`config.mk`:
```
export PLATFORM = sky130hd
export DESIGN_NAME = fetch_queue_flat
export DESIGN_NICKNAME = d
export VERILOG_FILES = /design/src/rtl/fetch_queue_if.sv /design/src/rtl/fetch_queue.sv /design/src/flat_wrapper.sv
export SDC_FILE = /design/constraint.sdc
export NUM_CORES = 1
export LEC_CHECK = 0
export CAP_MARGIN = 10
export CELL_PAD_IN_SITES_DETAIL_PLACEMENT = 0
export CELL_PAD_IN_SITES_GLOBAL_PLACEMENT = 2
export CORE_MARGIN = 3
export CORE_UTILIZATION = 41
export CTS_CLUSTER_SIZE = 14
export DETAILED_ROUTE_END_ITERATION = 16
export GPL_TIMING_DRIVEN = 0
export PLACE_DENSITY = 0.93
export REMOVE_ABC_BUFFERS = 1
export SYNTH_ARGS = -nofsm -noshare
export SYNTH_HDL_FRONTEND = slang
export SYNTH_SLANG_ARGS = --single-unit
```
`constraint.sdc`:
```
create_clock -name clk -period 4.6 [get_ports clk]
set_input_delay 0.92 -clock clk [delete_from_list [all_inputs] [get_ports clk]]
set_output_delay 0.92 -clock clk [all_outputs]
set_load 0.05 [all_outputs]
```
`src/rtl/fetch_queue_if.sv`:
```
// fetch_queue_if: imem request/response, redirect and decoupled instruction output bundle
interface fetch_queue_if;
  logic [31:0] imem_addr;
  logic [3:0]  imem_rmask;
  logic [31:0] imem_rdata;
  logic        imem_resp;
  logic        redirect;
  logic [31:0] redirect_pc;
  logic        out_valid;
  logic [31:0] out_pc;
  logic [31:0] out_pc_next;
  logic [31:0] out_inst;
  logic        out_ready;
  modport master (
    output imem_addr, imem_rmask, out_valid, out_pc, out_pc_next, out_inst,
    input  imem_rdata, imem_resp, redirect, redirect_pc, out_ready
  );
  modport slave (
    input  imem_addr, imem_rmask, out_valid, out_pc, out_pc_next, out_inst,
    output imem_rdata, imem_resp, redirect, redirect_pc, out_ready
  );
endinterface

```
`src/rtl/fetch_queue.sv`:
```
// fetch_queue: single-outstanding imem fetcher feeding a DEPTH-entry {pc, inst} FIFO with redirect flush
module fetch_queue #(
  parameter int          DEPTH    = 4,
  parameter logic [31:0] RESET_PC = 32'haaaa_a000
) (
  input  logic                       clk,
  input  logic                       rst,
  fetch_queue_if.master              bus,
  output logic [$clog2(DEPTH+1)-1:0] count
);
  localparam int AW = $clog2(DEPTH);
  localparam int CW = $clog2(DEPTH+1);
  localparam logic [CW-1:0] FULL = CW'(DEPTH);
  typedef enum logic [1:0] {IDLE, PEND, DROP} state_t;
  state_t        state;
  logic [31:0]   fetch_pc, saved_pc;
  logic [31:0]   pc_mem [DEPTH];
  logic [31:0]   inst_mem [DEPTH];
  logic [AW-1:0] head, tail;
  logic          enq, deq;
  logic [CW-1:0] cnt_next;
  assign deq      = (count != '0) & bus.out_ready & ~bus.redirect;
  assign enq      = (state == PEND) & bus.imem_resp & ~bus.redirect;
  assign cnt_next = bus.redirect ? '0 : count + CW'(enq) - CW'(deq);
  assign bus.imem_addr   = fetch_pc;
  assign bus.imem_rmask  = (state == IDLE) ? 4'h0 : 4'hF;
  assign bus.out_valid   = count != '0;
  assign bus.out_pc      = pc_mem[head];
  assign bus.out_pc_next = pc_mem[head] + 32'd4;
  assign bus.out_inst    = inst_mem[head];
  // Storage needs no reset: entries are only visible once count covers them.
  always_ff @(posedge clk) begin
    if (enq) begin
      pc_mem[tail]   <= fetch_pc;
      inst_mem[tail] <= bus.imem_rdata;
    end
  end
  always_ff @(posedge clk) begin
    if (rst) begin
      state    <= IDLE;
      fetch_pc <= RESET_PC;
      saved_pc <= RESET_PC;
      count    <= '0;
      head     <= '0;
      tail     <= '0;
    end else begin
      count <= cnt_next;
      if (bus.redirect) begin
        head <= '0;
        tail <= '0;
      end else begin
        if (enq) tail <= tail + AW'(1);
        if (deq) head <= head + AW'(1);
      end
      case (state)
        IDLE: begin
          if (bus.redirect) fetch_pc <= bus.redirect_pc;
          if (bus.redirect || cnt_next < FULL) state <= PEND;
        end
        PEND: begin
          if (bus.imem_resp) begin
            fetch_pc <= bus.redirect ? bus.redirect_pc : fetch_pc + 32'd4;
            state    <= (bus.redirect || cnt_next < FULL) ? PEND : IDLE;
          end else if (bus.redirect) begin
            saved_pc <= bus.redirect_pc;
            state    <= DROP;
          end
        end
        DROP: begin
          // The outstanding request must complete before the new target can be driven.
          if (bus.imem_resp) begin
            fetch_pc <= bus.redirect ? bus.redirect_pc : saved_pc;
            state    <= PEND;
          end else if (bus.redirect) saved_pc <= bus.redirect_pc;
        end
        default: state <= IDLE;
      endcase
    end
  end
endmodule
```
`src/flat_wrapper.sv`:
```
// flat-port wrapper written by rule: the top's interface ports become plain ports
module fetch_queue_flat 
#(
  parameter int          DEPTH    = 4,
  parameter logic [31:0] RESET_PC = 32'haaaa_a000
)
  (clk, rst, count, bus_imem_addr, bus_imem_rmask, bus_out_valid, bus_out_pc, bus_out_pc_next, bus_out_inst, bus_imem_rdata, bus_imem_resp, bus_redirect, bus_redirect_pc, bus_out_ready);
  fetch_queue_if bus_i ();
  input  logic clk;
  input  logic rst;
  output logic [$clog2(DEPTH+1)-1:0] count;
  output wire logic [$bits(bus_i.imem_addr)-1:0] bus_imem_addr;
  output wire logic [$bits(bus_i.imem_rmask)-1:0] bus_imem_rmask;
  output wire logic [$bits(bus_i.out_valid)-1:0] bus_out_valid;
  output wire logic [$bits(bus_i.out_pc)-1:0] bus_out_pc;
  output wire logic [$bits(bus_i.out_pc_next)-1:0] bus_out_pc_next;
  output wire logic [$bits(bus_i.out_inst)-1:0] bus_out_inst;
  input wire logic [$bits(bus_i.imem_rdata)-1:0] bus_imem_rdata;
  input wire logic [$bits(bus_i.imem_resp)-1:0] bus_imem_resp;
  input wire logic [$bits(bus_i.redirect)-1:0] bus_redirect;
  input wire logic [$bits(bus_i.redirect_pc)-1:0] bus_redirect_pc;
  input wire logic [$bits(bus_i.out_ready)-1:0] bus_out_ready;
  assign bus_imem_addr = bus_i.imem_addr;
  assign bus_imem_rmask = bus_i.imem_rmask;
  assign bus_out_valid = bus_i.out_valid;
  assign bus_out_pc = bus_i.out_pc;
  assign bus_out_pc_next = bus_i.out_pc_next;
  assign bus_out_inst = bus_i.out_inst;
  assign bus_i.imem_rdata = bus_imem_rdata;
  assign bus_i.imem_resp = bus_imem_resp;
  assign bus_i.redirect = bus_redirect;
  assign bus_i.redirect_pc = bus_redirect_pc;
  assign bus_i.out_ready = bus_out_ready;
  fetch_queue #(.DEPTH(DEPTH), .RESET_PC(RESET_PC)) u_core (.clk(clk), .rst(rst), .bus(bus_i), .count(count));
endmodule
```
Fig. 1: run 1, signal wires by layer
Bar = 50 microns.
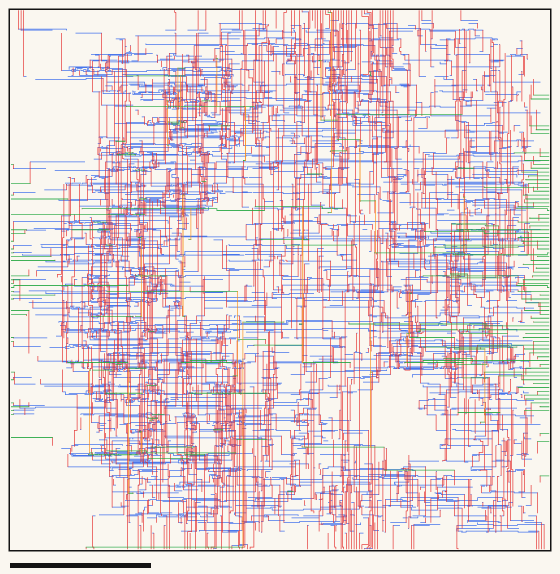
legend:
  blue:
    layer: M1
    wire_length: 15200 microns
  orange:
    layer: M4
    wire_length: 663 microns
  red:
    layer: M2
    wire_length: 16300 microns
  green:
    layer: M3
    wire_length: 2190 microns
WL/cell: 21.1 microns
via count: 8889
Total GRT Usage: 18.7%
aggregate routed wire length: 34400 microns

Fig. 2: run 1, gate-type map
Bar = 50 microns.
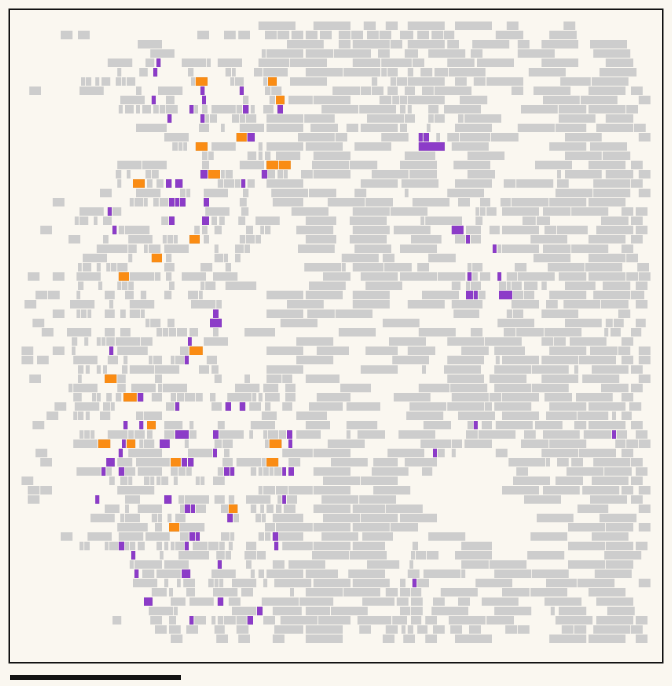
legend:
  orange:
    family: non-inverting ao/oa cells
    cells: 23
    most_used: a221o_1
  purple:
    family: nor cells
    cells: 89
    most_used: nor2_1
count of placed standard cells in the final layout, fillers left out: 1636
share of cell area taken by multi-input logic gates: 25.3%

==> flow.log, run 1 <==
[report] extracting results
[metrics] result of the run: completed
[metrics] dominant non-sequential cell family after synthesis: multiplexers
[metrics] cell area after synthesis: 14000 sq um
[metrics] Synth async-reset ratio: 0%
[metrics] count of flip-flops with a built-in enable after synthesis: 256
[metrics] area growth from synthesis to final layout: 27.1%
[metrics] tally of yosys warning messages: 0
[metrics] area leader, netlist: sky130_fd_sc_hd__edfxtp_1
[metrics] final-layout clock-cell area share: 6.59%
[metrics] yosys adder share: 1.21%
[metrics] count of plain and timing-repair buffers in the layout: 217
[metrics] met2 Resource Use GR: 30.5%
[metrics] Min-Delay Endpoint: u_core.saved_pc[1]
[metrics] number of warnings in the stage logs: 31
[metrics] die outline area: 36400 sq um
[metrics] hold path startpoint: u_core.saved_pc[1]
[metrics] via-per-instance ratio: 5.43
[metrics] Crit Reg-Reg Endpoint: u_core.bus.imem_addr[20]
[metrics] kind of end point of the critical path: primary output
[metrics] CTS Buffer Depth: 3
[metrics] crit-path max cell delay: 600 ps
[metrics] top flop regs: u_core.inst_mem x128, u_core.pc_mem x128
[metrics] total overflow reported by the global router: 0
[metrics] Storage cell area: 9200 sq um
[metrics] clock tree from TritonCTS: yes
[metrics] number of standard cells after synthesis: 969
[metrics] fraction of standard cell area that is sequential: 51.6%
[metrics] fraction of met1 tracks used by global routing: 26.4%
[metrics] count of inserted tapcells: 448
[metrics] cell total in the yosys stat output: 969
[metrics] Starting Density: 41.7%
[metrics] global-route wire length before repair: 52900 microns
[metrics] number of buffers added on ports: 204
[metrics] series of cell instances along the critical path: buf_16, mux4_1, nand4_4, nor4_4, nand4_2, nor2_1, xnor2_1, dlygate4sd2_1
[metrics] vias in the first global route: 8974
[metrics] Post-CTS Setup Inserts: 1
[metrics] synthesized-area fraction occupied by ao, oa, aoi and oai cells: 6.86%
[metrics] kind of cell adding the most delay to the critical path: simple AND/OR/NAND/NOR gates
[metrics] CTS Sinks: 331
[metrics] clock latency at the later pin of the worst-skew pair: 500 ps
[metrics] quantity of gates resized following cts: 35
[metrics] root cell of the clock tree: sky130_fd_sc_hd__clkbuf_16
[metrics] post-route fraction of the period consumed by the critical path: 94.6%
[metrics] top cells by instance count after synthesis: 256 x sky130_fd_sc_hd__edfxtp_1, 113 x sky130_fd_sc_hd__nand2_1, 75 x sky130_fd_sc_hd__dfxtp_1, 55 x sky130_fd_sc_hd__mux4_2, 47 x sky130_fd_sc_hd__nor2_1
[metrics] area figure in the yosys stat output: 14000 sq um
[metrics] most common cell after layout, fill and taps aside: sky130_fd_sc_hd__edfxtp_1
[metrics] top area contributor share: 54.8%
[metrics] clock transition at the registers of the reported paths: 60 ps
[metrics] number of max-capacitance violations reported: 0
[metrics] xor+xnor area frac: 2.91%
[metrics] transition time at the pin with the least slew margin: 1200 ps
[metrics] nets: 1244
[metrics] number of clock buffers inserted by TritonCTS: 35
[metrics] Final setup viols: 0
[metrics] minimum hold slack: 454 ps
[metrics] startpoint of the lowest-slack register-to-register path: u_core.state[1]
[metrics] placer's final routability congestion estimate: 0.743
[metrics] number of logic gates: 562
[metrics] achievable frequency: 230 MHz
[metrics] worst min path class: flip-flop to flip-flop
[metrics] setup slack of the worst register-to-register path: 1480 ps
[metrics] Leak: 5.80 nW
[metrics] die width: 191 microns
[metrics] Netlist cell types: 69
[metrics] proportion of synthesized chip area in sequential cells: 65.5%
[metrics] routed length on met3: 2190 microns
[metrics] worst path bufs/invs: 2
[metrics] main flop type: sky130_fd_sc_hd__edfxtp_1
[metrics] Final Max Slew Viols: 0
[metrics] Flops: 331
[metrics] worst path arrival time: 3430 ps
[metrics] count of standard-cell rows: 67
[metrics] post-synthesis average cell area: 14.5 sq um
[metrics] Hold-fix buffers, CTS: 0
[metrics] Worst EP required: 3680 ps
[metrics] capturing instance or port of the critical path: bus_out_pc_next[30]
[metrics] commonest cells after routing, fill and taps aside: 256 x sky130_fd_sc_hd__edfxtp_1, 184 x sky130_fd_sc_hd__clkdlybuf4s50_1, 113 x sky130_fd_sc_hd__nand2_1, 73 x sky130_fd_sc_hd__dfxtp_1, 55 x sky130_fd_sc_hd__mux4_2
[metrics] Pre-Repair DR Iteration Count: 5
[metrics] Final HPWL DP: 22100 microns
[metrics] count of inserted antenna diode cells: 0
[metrics] Post-Place Cell Area: 16600 sq um
Fig. 3: run 1, clock network drawn from the DEF
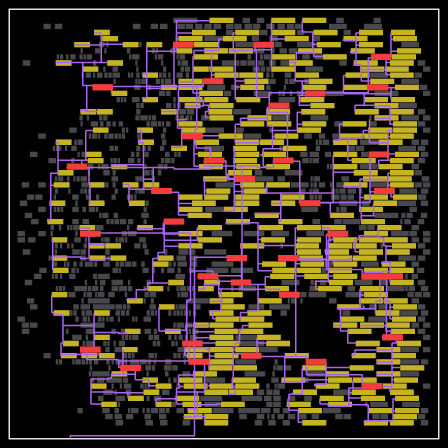
legend:
  red:
    item: clock-net drivers
    count: 35
  purple:
    item: clock wires
    length: 3810 microns
  yellow:
    item: flip-flops
    count: 331
routed clock nets: 36
Fin Clk Skew: 10.6 ps
clock share of power: 36.9%

## run 1: metrics by stage
step | total power [mW] | setup TNS (ps) | std cells | utilization [%] | setup slack (ps)
after floorplan | 4.38 | -45120 | 908 | - | -1900
after global placement | 4.90 | -473400 | 1560 | 48.6 | -3360
after detailed placement | 4.96 | -1060 | 1570 | 49.4 | -185
after CTS | 7.83 | 0 | 1634 | 53.0 | 11.0
after global routing | 8.04 | 0 | 1636 | 53.0 | 44.6
final | 7.76 | 0 | 1636 | 53.0 | 247
## run 1: power breakdown
| group | switching [mW] | leakage, nW | internal [mW] |
|---|---|---|---|
| clock network | 1.11 | 0.569 | 1.75 |
| logic | 0.845 | 2.30 | 0.468 |
| registers | 0.191 | 2.93 | 3.39 |
Fig. 4: run 1, track usage over the die
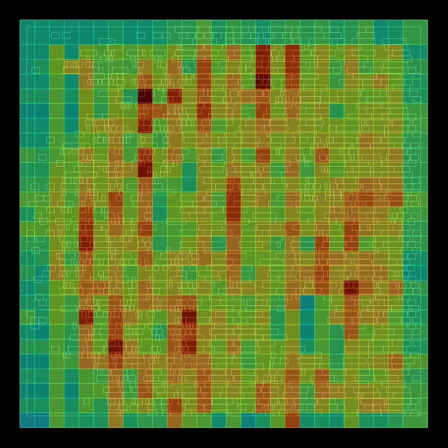

==> run 1 -> run 2 <==
--- a/config.mk
+++ b/config.mk
@@ -13,7 +13,7 @@
 export CTS_CLUSTER_SIZE = 14
 export DETAILED_ROUTE_END_ITERATION = 16
 export GPL_TIMING_DRIVEN = 0
-export PLACE_DENSITY = 0.93
+export PLACE_DENSITY = 0.86
 export REMOVE_ABC_BUFFERS = 1
 export SYNTH_ARGS = -nofsm -noshare
 export SYNTH_HDL_FRONTEND = slang
Fig. 5: run 2, track usage over the die
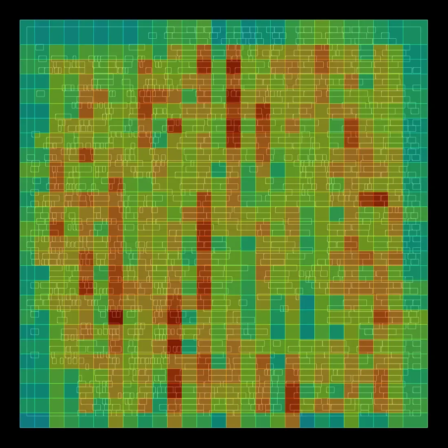
Layout Utilization: 53.1%
WL/cell: 21.0 microns

==> run 2 against run 1 <==
  * Utilization is 0.097 points higher
  * Synthesized cell count stayed put
  * Via count is 0.35% lower
  * First-iteration DRC count is 26% lower
  * Setup slack better by 58 ps
  * Sequential power hardly changed
  * Final area is 0.18% higher
  * Fmax is 1.4% higher
  * Critical endpoint is now bus_out_pc_next[17]
==> flow.log, run 2 <==
[report] extracting results
[metrics] result of the run: completed (unchanged)
[metrics] count of placed standard cells in the final layout, fillers left out: 1642 (was 1636)
[metrics] worst path arrival time: 3380 ps (was 3430 ps)
[metrics] dominant non-sequential cell family after synthesis: multiplexers (unchanged)
[metrics] count of flip-flops with a built-in enable after synthesis: 256 (unchanged)
[metrics] tally of yosys warning messages: 0 (unchanged)
[metrics] placement-stage worst setup slack: -163 ps (was -185 ps)
[metrics] multiplexer area fraction after synthesis: 10.7% (unchanged)
[metrics] Total GRT Usage: 18.7% (about the same)
[metrics] Netlist cell types: 69 (unchanged)
[metrics] power drawn by the clock network: 2.85 mW (was 2.87 mW)
[metrics] transition time at the pin with the least slew margin: 1260 ps (was 1200 ps)
[metrics] synthesized-area fraction occupied by ao, oa, aoi and oai cells: 6.86% (unchanged)
[metrics] top flop regs: u_core.inst_mem x128, u_core.pc_mem x128 (unchanged)
[metrics] Internal Power: 5.54 mW (was 5.61 mW)
[metrics] area figure in the yosys stat output: 14000 sq um (unchanged)
[metrics] area leader, netlist: sky130_fd_sc_hd__edfxtp_1 (unchanged)
[metrics] Final Worst Setup Slack: 305 ps (was 247 ps)
[metrics] net switching component of the power: 2.21 mW (was 2.15 mW)
[metrics] sum of negative setup slack: 0 ps (unchanged)
[metrics] worst min path class: flip-flop to flip-flop (unchanged)
[metrics] cell total in the yosys stat output: 969 (unchanged)
[metrics] number of buffers added on ports: 204 (unchanged)
[metrics] startpoint of the lowest-slack register-to-register path: u_core.state[1] (unchanged)
[metrics] crit-path max cell delay: 560 ps (was 600 ps)
[metrics] power dissipated in sequential cells: 3.58 mW (about the same)
[metrics] Synth async-reset ratio: 0% (unchanged)
[metrics] worst path bufs/invs: 2 (unchanged)
[metrics] top area contributor share: 54.8% (unchanged)
[metrics] via-per-instance ratio: 5.39 (was 5.43)
[metrics] number of standard cells after synthesis: 969 (unchanged)
[metrics] Leak: 5.83 nW (was 5.80 nW)
[metrics] root cell of the clock tree: sky130_fd_sc_hd__clkbuf_16 (unchanged)
[metrics] top cells by instance count after synthesis: 256 x sky130_fd_sc_hd__edfxtp_1, 113 x sky130_fd_sc_hd__nand2_1, 75 x sky130_fd_sc_hd__dfxtp_1, 55 x sky130_fd_sc_hd__mux4_2, 47 x sky130_fd_sc_hd__nor2_1 (unchanged)
[metrics] fraction of met1 tracks used by global routing: 25.1% (was 26.4%)
[metrics] Final HPWL DP: 21900 microns (was 22100 microns)
[metrics] most common cell after layout, fill and taps aside: sky130_fd_sc_hd__edfxtp_1 (unchanged)
[metrics] area used by multi-input combinational logic: 4510 sq um (was 4520 sq um)
[metrics] number of warnings in the stage logs: 31 (unchanged)
[metrics] kind of cell adding the most delay to the critical path: simple AND/OR/NAND/NOR gates (unchanged)
[metrics] clock tree from TritonCTS: yes (unchanged)
[metrics] aggregate routed wire length: 34400 microns (about the same)
[metrics] leading power group: registers (unchanged)
[metrics] Post-CTS Setup Inserts: 1 (unchanged)
[metrics] vias in the first global route: 8873 (was 8974)
[metrics] routed length on met3: 2040 microns (was 2190 microns)
[metrics] met2 Resource Use GR: 31.8% (was 30.5%)
[metrics] Final Max Slew Viols: 0 (unchanged)
[metrics] total overflow reported by the global router: 0 (unchanged)
[metrics] CTS Buffer Depth: 3 (unchanged)
[metrics] minimum hold slack: 453 ps (was 454 ps)
[metrics] achievable frequency: 233 MHz (was 230 MHz)
[metrics] Pre-Repair DR Iteration Count: 5 (unchanged)
[metrics] critical path launch point type: flip-flop (unchanged)
[metrics] post-synthesis average cell area: 14.5 sq um (unchanged)
[metrics] cell area after synthesis: 14000 sq um (unchanged)
[metrics] series of cell instances along the critical path: buf_12, mux4_1, nand4_1, or2_1, nor2_4, nand4_1, xnor2_1, dlygate4sd2_1 (was buf_16, mux4_1, nand4_4, nor4_4, nand4_2, nor2_1, xnor2_1, dlygate4sd2_1)
[metrics] Hold-fix buffers, CTS: 0 (unchanged)
[metrics] via count: 8858 (was 8889)
[metrics] nets: 1249 (was 1244)
[metrics] Final setup viols: 0 (unchanged)
[metrics] setup slack of the worst register-to-register path: 1470 ps (was 1480 ps)
[metrics] number of max-capacitance violations reported: 0 (unchanged)
[metrics] comb pwr: 1.31 mW (about the same)
[metrics] sequential share of power: 46.3% (was 46.1%)
[metrics] kind of end point of the critical path: primary output (unchanged)
[metrics] xor+xnor area frac: 2.91% (unchanged)
[metrics] sw frac: 28.5% (was 27.7%)
[metrics] count of standard-cell rows: 67 (unchanged)
[metrics] proportion of power drawn by combinational gates: 16.9% (about the same)
[metrics] instance count after placement with tap cells included: 1570 (unchanged)
[metrics] Fin Clk Skew: 18.9 ps (was 10.6 ps)
[metrics] count of inserted antenna diode cells: 0 (unchanged)
[metrics] Starting Density: 41.7% (unchanged)
[metrics] Storage cell area: 9200 sq um (unchanged)
[metrics] global-route wire length before repair: 52600 microns (was 52900 microns)
[metrics] main flop type: sky130_fd_sc_hd__edfxtp_1 (unchanged)
[metrics] number of clock buffers inserted by TritonCTS: 37 (was 35)
[metrics] proportion of synthesized chip area in sequential cells: 65.5% (unchanged)
[metrics] CTS Sinks: 331 (unchanged)
[metrics] clock transition at the registers of the reported paths: 60 ps (about the same)
[metrics] quantity of gates resized following cts: 40 (was 35)
[metrics] clock latency at the later pin of the worst-skew pair: 510 ps (was 500 ps)
[metrics] hold path startpoint: u_core.saved_pc[0] (was u_core.saved_pc[1])
[metrics] die outline area: 36400 sq um (unchanged)
[metrics] clock share of power: 36.8% (was 36.9%)
[metrics] Simple Share, Synth: 10.3% (unchanged)
[metrics] placer's final routability congestion estimate: 0.718 (was 0.743)
[metrics] area growth from synthesis to final layout: 27.4% (was 27.1%)
## run 2: metrics by stage
stage | total power [mW] | instance area (sq um)
5_1_grt | 8.05 | 17900
3_5_place_dp | 4.97 | 16600
4_1_cts | 7.82 | 17800
6_report | 7.75 | 17900
2_1_floorplan | 4.38 | 13700
3_3_place_gp | 4.91 | 16300
## run 2: final cells by class
cell class	instances	share of cell area, %
Sequential cell	331	51.5
Multi-Input combinational cell	562	25.3
Timing Repair Buffer	220	13.1
Clock buffer	44	5.63
Tap cell	448	3.14
Clock inverter	22	1.08
Inverter	15	0.315
## run 2: final timing paths
path	cells after the start	to
worst min register to register	2	u_core.saved_pc[0]
worst max register to register	7	u_core.bus.imem_addr[16]
worst max-delay path	8	bus_out_pc_next[17]
worst min-delay path	2	u_core.saved_pc[0]
No activity file was given, so power comes from the tool's default toggle rates.
